Figure 1. Ports around the boundary.
Pins as bars across the die edge, other pins in gray.
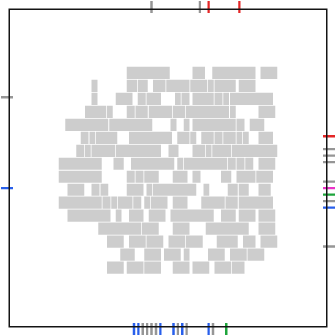
Figure 2. Clock wires, drivers and flops.
Bar = 20 um.
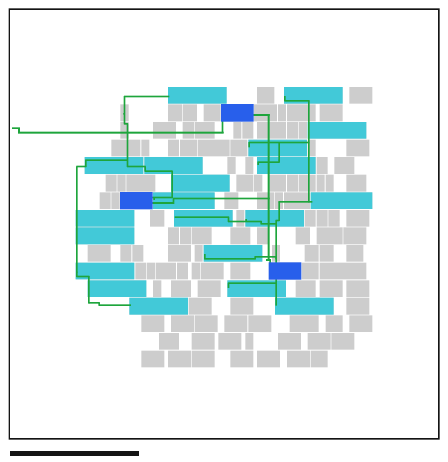
Figure 3. Sequential cells colored by netlist name.
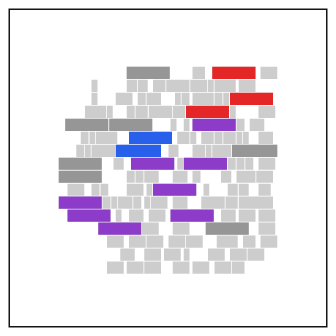
Figure 4. Signal wires by layer.
Bar = 20 um.
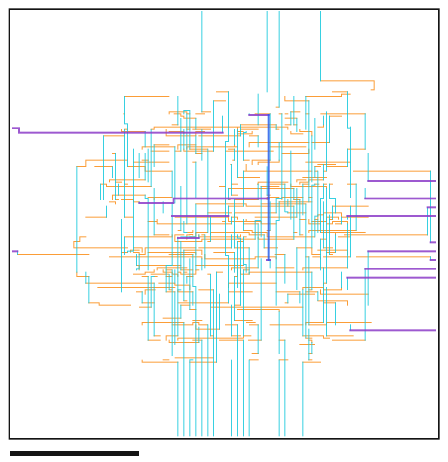
==> config.mk <==
export PLATFORM = sky130hd
export DESIGN_NAME = serial_match_scheduler
export DESIGN_NICKNAME = d
export VERILOG_FILES = /design/src/rtl/serial_match_scheduler_pkg.sv /design/src/rtl/seq_detector.sv /design/src/rtl/serial_match_scheduler.sv
export SDC_FILE = /design/constraint.sdc
export NUM_CORES = 1
export LEC_CHECK = 0
export CORE_MARGIN = 10
export CORE_UTILIZATION = 48
export CTS_BUF_LIST = sky130_fd_sc_hd__clkbuf_8
export DETAILED_ROUTE_END_ITERATION = 6
export HOLD_SLACK_MARGIN = 0.1
export PLACE_DENSITY_LB_ADDON = 0.3
export SLEW_MARGIN = 25
export SYNTH_ARGS = -nofsm -noshare
export SYNTH_HDL_FRONTEND = slang
export SYNTH_HIERARCHICAL = 1
export SYNTH_SLANG_ARGS = --single-unit
==> constraint.sdc <==
create_clock -name clk -period 1.9 [get_ports clk]
set_input_delay 0.285 -clock clk [delete_from_list [all_inputs] [get_ports clk]]
set_output_delay 0.285 -clock clk [all_outputs]
set_load 0.03 [all_outputs]
==> out/metrics.sh <==
DR.FIRST_ITER.DRC_COUNT=62
LAYOUT-DRIVE-GT1-SHARE_PCT=15.7
REG2REG_SLACK_PS=270
CRIT_FANOUT=10
SYNTHCELLS=99
CP.ARRIVAL_PS=1460
SYNTH.CELL_AREA_UM2=1030
GRT_ANTENNA_BEFORE_REPAIR=0
SYNTH_CHIP_AREA_UM2=1030
NUM_ROWS=16
LAYOUT_TOP_CELLS_EXCL_FILL_TAP='23 x sky130_fd_sc_hd__clkdlybuf4s50_1, 18 x sky130_fd_sc_hd__dfrtp_1, 14 x sky130_fd_sc_hd__o21ai_0'
GRT.OVERFLOW.TOTAL=0
MOST_USED_LOGIC_CELL_IN_THE_FINAL_LAYOUT='sky130_fd_sc_hd__clkdlybuf4s50_1'
YOSYSTOPAREACELLSHARE_PCT=46.3
FLOW.AREA_GROWTH_FROM_SYNTHESIS_PCT=38.5
SYNTH.YOSYS.NUM_CELLS=99
N_DIODES=0
FIRST_GLOBAL_VIAS=922
YOSYS_TOP_CELL_BY_AREA='sky130_fd_sc_hd__dfrtp_1'
DRT-PASS1-ITER-COUNT=4
DETAIL-ROUTE-ANTENNA-NETS=0
CTS.REPORTEDPATHS.CLKPINSLEW_PS=70
TIMING.REG2REG.WORST_PATH_DEPTH=8
GLOBALROUTEMET2UTIL_PCT=21.3
CORE_AREA_UM2=2000
WORSTHOLDPATHTYPE='primary input to asynchronous set/reset pin'
TRACK_USAGE_PCT=12.6
HPWLAFTERDP_UM=1950
SW_FRAC_OF_TOTAL_PCT=40.2
DPL-INSTANCE-AREA_UM2=1380
STATUS='finished clean'
GRT-BUSIEST-LAYER='met2'
NET-SWITCHING-POWER_mW=0.794
YS_SEQ_SHARE_PCT=48.9
BOUNDARYPINS=30
NETS=159
POWER_LEAKAGE_nW=0.651
## Picture notes: Figure 1
color	port	pins	direction	edge
green	gnt	2	output	1 south, 1 east
magenta	done_id	1	output	east
blue	data0	8	input	6 south, 1 west, 1 east
red	match_cnt	3	output	2 north, 1 east
count of input and output buffers: 29
horizontal die size: 66.2 um

## Picture notes: Figure 2
[cyan] flip-flops | count: 20
[green] clock wires | length: 257 um
[blue] clock-net drivers | count: 3
routed clock nets	4
power drawn by the clock network: 0.282 mW
Worst-Skew Late Latency: 260 ps
worst clock skew on the final layout: 5.32 ps
Clock Power Share: 14.3%

## Picture notes: Figure 3
color	name in the netlist	placed flops
purple	sreg_q	8
red	match_cnt	3
blue	state_q	2
sequential share of cell area: 35.4%
register area: 503 um^2
post-layout utilization of the core: 71.0%
total sequential power: 0.736 mW

## Picture notes: Figure 4
color	layer	wire length
blue	M4	22.4 um
purple	M3	155 um
orange	M1	1030 um
cyan	M2	1270 um
count of vias placed by the detailed router: 851
final routed wirelength across all metal layers: 2470 um

==> synth_stat cells <==
cell type                  instances
sky130_fd_sc_hd__nor2b_4           1
sky130_fd_sc_hd__nand2b_1          2
sky130_fd_sc_hd__buf_6             1
sky130_fd_sc_hd__and2_1            2
sky130_fd_sc_hd__o221ai_1          6
sky130_fd_sc_hd__a21boi_2          1
sky130_fd_sc_hd__nor2b_1           1
sky130_fd_sc_hd__nor2_4            1
sky130_fd_sc_hd__nand3b_1          1
sky130_fd_sc_hd__dfstp_2           1
sky130_fd_sc_hd__ha_1              4
sky130_fd_sc_hd__nor3_2            1
sky130_fd_sc_hd__nor2_1            2
sky130_fd_sc_hd__nor3b_1           1
sky130_fd_sc_hd__o21ai_0          14
sky130_fd_sc_hd__mux2i_1           9
sky130_fd_sc_hd__dfrtp_1          19
sky130_fd_sc_hd__nand2_1          13
sky130_fd_sc_hd__buf_2             3
sky130_fd_sc_hd__nor3_1            1
sky130_fd_sc_hd__o21a_1            1
sky130_fd_sc_hd__o211ai_1          2
sky130_fd_sc_hd__inv_1             6
sky130_fd_sc_hd__a21oi_1           3
sky130_fd_sc_hd__and3_1            1
sky130_fd_sc_hd__a22o_1            1
sky130_fd_sc_hd__a31oi_1           1
==> metal layers <==
layer,part of all wire (%),wire (um)
met1,41,1030
met2,51,1270
met3,6.2,154
met4,0.89,22
met5,0,0
==> critical path, cell delays in order <==
cell                              delay [ps]
sky130_fd_sc_hd__clkdlybuf4s50_1         470
sky130_fd_sc_hd__a21boi_2                200
sky130_fd_sc_hd__buf_12                  160
sky130_fd_sc_hd__nor3b_2                 170
sky130_fd_sc_hd__buf_4                   180
==> stage by stage <==
stage	cells	utilization [%]	power, mW	worst slack [ps]	hold WS (ps)
after global placement	157	68.8	1.68	164	458
after detailed placement	157	68.8	1.72	155	471
after floorplan	99	-	1.36	5.22	-10.6
after global routing	161	71.0	2.13	21.0	461
final	161	71.0	1.97	155	409
after CTS	161	70.9	2.00	108	425
==> logic make-up (layout without fill, tap and decap cells) <==
kind of cell             count (synthesis)  count (layout)  share of synthesized area [%]
adder cells (fa/ha/maj)                  4               4                           4.88
AND-OR/OR-AND                           29              29                           18.2
flip-flops                              20              20                           48.9
multiplexers                             9               9                           8.78
buffers and inverters                   10              45                           4.76
AND/OR/NAND/NOR                         27              27                           14.5
==> what timing repair did <==
item	CTS	global route
hold buffers	0	0
buffers inserted	0	0
resized	2	1
setup endpoints to repair	2	1
==> area by class of cell <==
type                       instances  area [um^2]
tap                               27         33.8
clock buffer                       3         41.3
fill                             147          581
timing repair buffer              35          335
multi-input combinational         69          482
inverter                           6         22.5
clock inverter                     1         3.75
sequential                        20          503
==> power by group through the flow <==
stage,logic (mW),registers (mW),clock network (mW)
after global routing,1.07,0.764,0.303
after global placement,0.948,0.731,0
after detailed placement,0.973,0.743,0
final,0.955,0.736,0.282
after CTS,0.970,0.736,0.292
after floorplan,0.581,0.778,0
Power is estimated from default activity; no workload was simulated.
